===== src/rtl/seq_mult_hs_if.sv =====
// -----------------------------------------------------------------------------
// seq_mult_hs_if
//   Handshake bundle for seq_mult_hs: the operand channel (in_*, A, B), the
//   result channel (out_*, product) and the busy status flag.
//
//   Modports:
//     master : operand producer / result consumer side
//              (drives in_valid, in_signed, A, B, out_ready)
//     slave  : multiplier side
//              (drives in_ready, out_valid, product, busy)
// -----------------------------------------------------------------------------
interface seq_mult_hs_if #(
  parameter int WIDTH = 8
);
  logic                 in_valid;
  logic                 in_ready;
  logic                 in_signed;
  logic [WIDTH-1:0]     A;
  logic [WIDTH-1:0]     B;
  logic                 out_valid;
  logic                 out_ready;
  logic [2*WIDTH-1:0]   product;
  logic                 busy;

  modport master (
    output in_valid, in_signed, A, B, out_ready,
    input  in_ready, out_valid, product, busy
  );

  modport slave (
    input  in_valid, in_signed, A, B, out_ready,
    output in_ready, out_valid, product, busy
  );
endinterface


===== src/rtl/seq_mult_hs.sv =====
// -----------------------------------------------------------------------------
// seq_mult_hs
//   Iterative shift-and-add multiplier with valid/ready handshakes on both
//   sides, per-operation signed/unsigned mode and BITS_PER_CYCLE multiplier
//   bits retired per clock.  Signed operands are reduced to magnitudes on
//   acceptance; the sign is re-applied once when the result is registered.
//
//   Parameters:
//     WIDTH          operand width (>= 2)
//     BITS_PER_CYCLE 1, 2 or 4; must divide WIDTH
//
//   Ports:
//     clk  rising-edge clock
//     rst  asynchronous, active-high reset
//     bus  seq_mult_hs_if.slave
//            in_valid/in_ready/in_signed/A/B : operand channel
//            out_valid/out_ready/product     : result channel
//            busy                            : high in CALC or DONE
//
//   Build option:
//     SEQ_MULT_EARLY_TERM_EN  when defined, CALC ends as soon as the remaining
//                             multiplier bits are all zero (data-dependent
//                             latency, identical results).
//
//   Every output is driven straight from a register.
// -----------------------------------------------------------------------------
module seq_mult_hs #(
  parameter int WIDTH          = 8,
  parameter int BITS_PER_CYCLE = 1
) (
  input  logic         clk,
  input  logic         rst,
  seq_mult_hs_if.slave bus
);

  localparam int PW    = 2 * WIDTH;
  localparam int N     = WIDTH / BITS_PER_CYCLE;
  localparam int CNT_W = $clog2(N + 1);

  typedef enum logic [1:0] {
    IDLE,
    CALC,
    DONE
  } state_t;

  state_t             state;
  logic [PW-1:0]      acc;
  logic [PW-1:0]      mcand;
  logic [WIDTH-1:0]   mplier;
  logic [CNT_W-1:0]   count;
  logic               neg;
  logic [PW-1:0]      product_q;
  logic               in_ready_q;
  logic               out_valid_q;
  logic               busy_q;

  // Operand magnitudes. The most negative value maps to 2^(WIDTH-1), which
  // still fits as an unsigned WIDTH-bit number.
  logic               a_neg;
  logic               b_neg;
  logic [WIDTH-1:0]   a_mag;
  logic [WIDTH-1:0]   b_mag;

  assign a_neg = bus.in_signed & bus.A[WIDTH-1];
  assign b_neg = bus.in_signed & bus.B[WIDTH-1];
  assign a_mag = a_neg ? ('0 - bus.A) : bus.A;
  assign b_mag = b_neg ? ('0 - bus.B) : bus.B;

  // Partial product for this step: sum of mcand shifted by each set bit of
  // the low BITS_PER_CYCLE multiplier bits.
  logic [PW-1:0]      pp;
  logic [PW-1:0]      acc_next;
  logic [PW-1:0]      acc_neg;
  logic [PW-1:0]      mcand_next;
  logic [WIDTH-1:0]   mplier_next;
  logic               last;

  always_comb begin
    // NOTE: combinational logic uses blocking assignments and gives every
    // written variable a default first, so no latch can be inferred.
    pp = '0;
    for (int i = 0; i < BITS_PER_CYCLE; i++) begin
      if (mplier[i]) pp = pp + (mcand << i);
    end
  end

  assign acc_next    = acc + pp;
  // Two's complement of zero is zero, so a zero product never turns negative.
  assign acc_neg     = '0 - acc_next;
  assign mcand_next  = mcand << BITS_PER_CYCLE;
  assign mplier_next = mplier >> BITS_PER_CYCLE;

`ifdef SEQ_MULT_EARLY_TERM_EN
  // Stop once no multiplier bits remain; later steps would only add zero.
  assign last = (count == CNT_W'(1)) || (mplier_next == '0);
`else
  assign last = (count == CNT_W'(1));
`endif

  always_ff @(posedge clk or posedge rst) begin
    // NOTE: the whole datapath is cleared on reset (there is no memory array
    // here), so an aborted operation can never leak into a later result.
    if (rst) begin
      state       <= IDLE;
      acc         <= '0;
      mcand       <= '0;
      mplier      <= '0;
      count       <= '0;
      neg         <= 1'b0;
      product_q   <= '0;
      in_ready_q  <= 1'b1;
      out_valid_q <= 1'b0;
      busy_q      <= 1'b0;
    end else begin
      // NOTE: state registers use non-blocking assignments so every register
      // samples pre-edge values regardless of statement order.
      case (state)
        IDLE: begin
          // in_ready_q is always high here, so in_valid alone is the handshake.
          if (bus.in_valid) begin
            mcand      <= PW'(a_mag);
            mplier     <= b_mag;
            neg        <= bus.in_signed & (bus.A[WIDTH-1] ^ bus.B[WIDTH-1]);
            acc        <= '0;
            count      <= CNT_W'(N);
            state      <= CALC;
            in_ready_q <= 1'b0;
            busy_q     <= 1'b1;
          end
        end

        CALC: begin
          acc    <= acc_next;
          mcand  <= mcand_next;
          mplier <= mplier_next;
          count  <= count - CNT_W'(1);
          if (last) begin
            product_q   <= neg ? acc_neg : acc_next;
            out_valid_q <= 1'b1;
            state       <= DONE;
          end
        end

        DONE: begin
          // in_ready returns one cycle after this handshake; no same-cycle
          // restart.
          if (bus.out_ready) begin
            out_valid_q <= 1'b0;
            busy_q      <= 1'b0;
            in_ready_q  <= 1'b1;
            state       <= IDLE;
          end
        end

        default: begin
          state       <= IDLE;
          out_valid_q <= 1'b0;
          busy_q      <= 1'b0;
          in_ready_q  <= 1'b1;
        end
      endcase
    end
  end

  assign bus.in_ready  = in_ready_q;
  assign bus.out_valid = out_valid_q;
  assign bus.busy      = busy_q;
  assign bus.product   = product_q;

endmodule


===== src/flat_wrapper.sv =====
// flat-port wrapper written by rule: the top's interface ports become plain ports
module seq_mult_hs_flat 
#(
  parameter int WIDTH          = 8,
  parameter int BITS_PER_CYCLE = 1
)
  (clk, rst, bus_in_valid, bus_in_signed, bus_A, bus_B, bus_out_ready, bus_in_ready, bus_out_valid, bus_product, bus_busy);
  seq_mult_hs_if #(.WIDTH(WIDTH)) bus_i ();
  input  logic clk;
  input  logic rst;
  input wire logic [$bits(bus_i.in_valid)-1:0] bus_in_valid;
  input wire logic [$bits(bus_i.in_signed)-1:0] bus_in_signed;
  input wire logic [$bits(bus_i.A)-1:0] bus_A;
  input wire logic [$bits(bus_i.B)-1:0] bus_B;
  input wire logic [$bits(bus_i.out_ready)-1:0] bus_out_ready;
  output wire logic [$bits(bus_i.in_ready)-1:0] bus_in_ready;
  output wire logic [$bits(bus_i.out_valid)-1:0] bus_out_valid;
  output wire logic [$bits(bus_i.product)-1:0] bus_product;
  output wire logic [$bits(bus_i.busy)-1:0] bus_busy;
  assign bus_i.in_valid = bus_in_valid;
  assign bus_i.in_signed = bus_in_signed;
  assign bus_i.A = bus_A;
  assign bus_i.B = bus_B;
  assign bus_i.out_ready = bus_out_ready;
  assign bus_in_ready = bus_i.in_ready;
  assign bus_out_valid = bus_i.out_valid;
  assign bus_product = bus_i.product;
  assign bus_busy = bus_i.busy;
  seq_mult_hs #(.WIDTH(WIDTH), .BITS_PER_CYCLE(BITS_PER_CYCLE)) u_core (.clk(clk), .rst(rst), .bus(bus_i));
endmodule

===== config.mk =====
export PLATFORM = sky130hd
export DESIGN_NAME = seq_mult_hs_flat
export DESIGN_NICKNAME = d
export VERILOG_FILES = /design/src/rtl/seq_mult_hs_if.sv /design/src/rtl/seq_mult_hs.sv /design/src/flat_wrapper.sv
export SDC_FILE = /design/constraint.sdc
export NUM_CORES = 1
export LEC_CHECK = 0
export ABC_AREA = 1
export CAP_MARGIN = 0
export CORE_ASPECT_RATIO = 0.9
export CORE_MARGIN = 4
export CORE_UTILIZATION = 39
export CTS_BUF_LIST = sky130_fd_sc_hd__clkbuf_8 sky130_fd_sc_hd__clkbuf_16
export DETAILED_ROUTE_END_ITERATION = 8
export PLACE_DENSITY_LB_ADDON = 0.08
export REMOVE_ABC_BUFFERS = 1
export SETUP_SLACK_MARGIN = 0.4
export SKIP_LAST_GASP = 1
export SYNTH_ARGS = -nofsm -noshare
export SYNTH_HDL_FRONTEND = slang
export SYNTH_SLANG_ARGS = --single-unit

===== constraint.sdc =====
create_clock -name clk -period 4.4 [get_ports clk]
set_input_delay 0.66 -clock clk [delete_from_list [all_inputs] [get_ports clk]]
set_output_delay 0.66 -clock clk [all_outputs]
set_load 0.005 [all_outputs]

==> results_slide.txt <==
Synthesis and Place & Route Summary

Synthesis
  – Syn Inst Count: 604
  – Yosys synthesis chip area: roughly 0.0043 mm²
  – Synth top cells by count: nand2_1, inv_1, dfrtp_1
  – Count of library flops with an enable pin: 0
  – Post-Syn Area: 0.004339 mm²
  – Cell Type Count: 41
  – Top-count cell post-synth: nand2_1

Pwr
  – Switching share of power: 44.47%
  – Comb power frac: 51.7%

Worst setup path
  – Critical Path Sink: u_core.bus.product[15]
  – R2R cell count: 16
  – Worst-path cell chain: nand2_1 > inv_1 > ha_1 > fa_1 > xnor2_2 > nand3_2 > nor2_2 > nand2_2 > nor2_4 > nand2_4 > nor2_2 > nand3_1 > nand2_1 > nand2_1 > nand3_1 > nand2_1
  – Crit-path slowest cell: dfrtp_1
  – Reg2reg setup slack: about 1.5 ns
  – Reg2reg end: u_core.bus.product[15]

Die
  – Die area: roughly 0.013 mm²

GRT
  – Met1 Track Usage GR: 24.61%
  – Busiest layer in global routing: met2
  – Vias in the first global route: between 3k and 4k

Clocking
  – CTS root buffer: clkbuf_16
  – Clock Sinks: approximately 66
  – CTS tree: yes

Final timing
  – Final Hold Slack: 0.4772 ns
  – Final period utilization: 66.31%
  – Final count of hold timing violations: 0
  – Worst Tran Pin Value: 0.9380 ns
  – Setup WS post-layout: between 1 and 1.5 ns

Outcome
  – Status: complete, no violations

Cells and area
  – Comb/total area: 43.44%
  – Most frequent cells in the layout: nand2_1, inv_1, dfrtp_1, o21ai_0, clkdlybuf4s50_1
  – Flop area: 0.001653 mm²
  – Layout cells sized above 1: between 10% and 20%

Placement
  – Placed cell areas: approximately 0.0049 mm²
  – Place WS: 1.497 ns

Hold path
  – Min-Delay Path Class: reg -> reg
  – Worst Hold Depth: 2
  – Hold path endpoint: u_core.bus.product[8]

Drt
  – DRT antenna net count: 0
  – Starting DRT DRC Count: 184

Job
  – OpenROAD warnings: 26
Fig. 1: clock wires, drivers and flops
Bar = 20 µm.
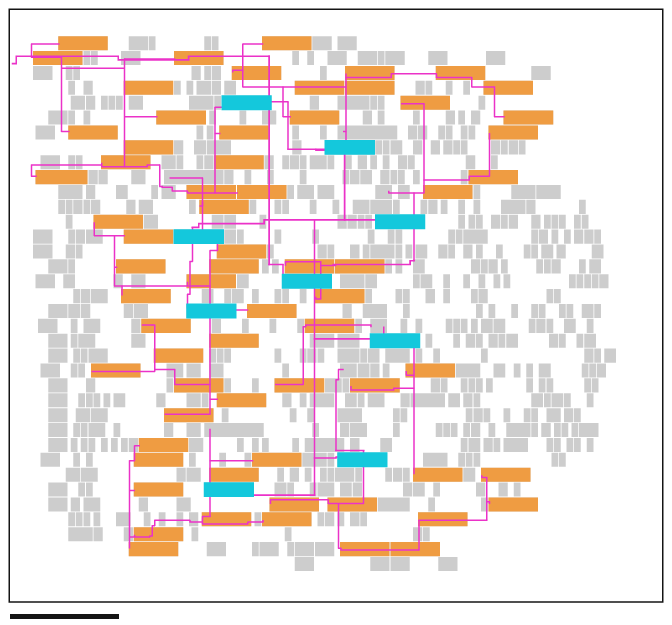
- clock wires: magenta (length 1020 µm)
- clock-net drivers: cyan (count 9)
- flip-flops: orange (count 66)
- routed clock nets: 10
Clock group: 0.000843 W
clk_lat worst skew: 0.34 ns
clock power share: 21.2%
Worst Skew: 0.01187 ns

Fig. 2: cell classes on the final placement
Fill, decap, tap and diode cells in grey.
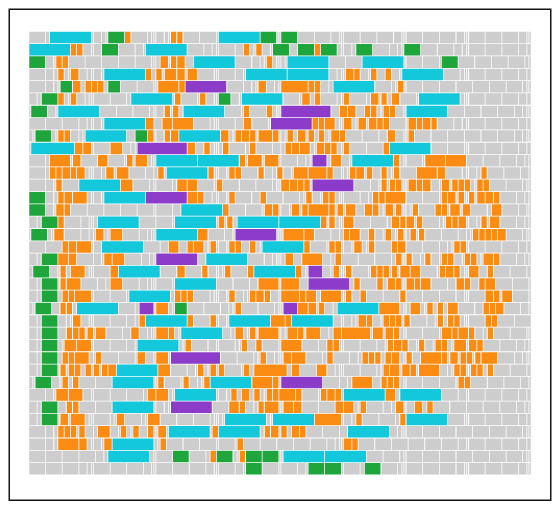
- remaining buffers and delay cells: green (cells 44; share of their area 8.5%)
- remaining logic cells: orange (cells 523; share of their area 52%)
- registers: cyan (cells 66; share of their area 33%)
- clock drivers and dummy loads: purple (cells 16; share of their area 6.9%)
Cell Rows: 36
Seq/total area: 31.55%
fin area: 0.005239 mm²
Core Region: 0.01086 mm²
final core utilization: 48.26%

Fig. 3: pin placement
Pins as bars across the die edge, other pins in grey.
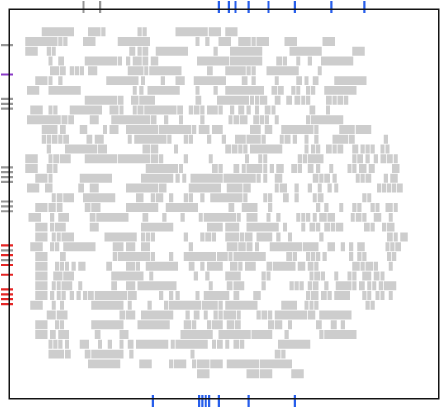
- bus_product: blue (pins 16; direction output; edge 8 south, 8 north)
- bus_A: red (pins 8; direction input; edge west)
- bus_busy: purple (pins 1; direction output; edge west)
- all pins by edge: 22 west, 10 north, 8 south
Die Y-Extent: 108.1 µm
I/O Buffers: 39
die width: 119.2 µm

Fig. 4: placed standard cells
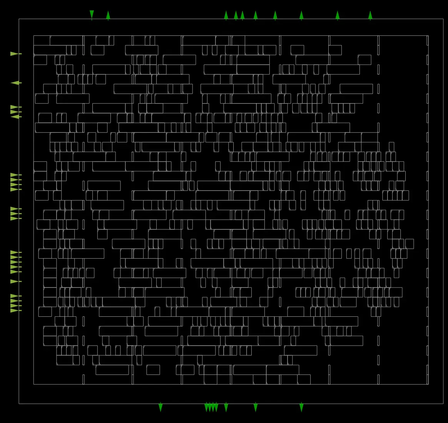
tap cells: 152
flop count: 66
final std cells w/o fill: 801
fill count: 1110

Fig. 5: wiring by layer
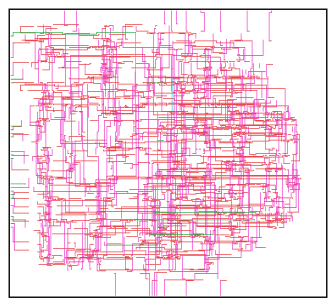
- M4: cyan (wire length 101 µm)
- M1: red (wire length 5500 µm)
- M2: magenta (wire length 4610 µm)
- M3: green (wire length 315 µm)
GRT Resource Usage Total: 17.43%
via count: 3885
WL per Instance: 13.14 µm
final WL: 10.52 mm

Power is estimated from default activity; no workload was simulated.
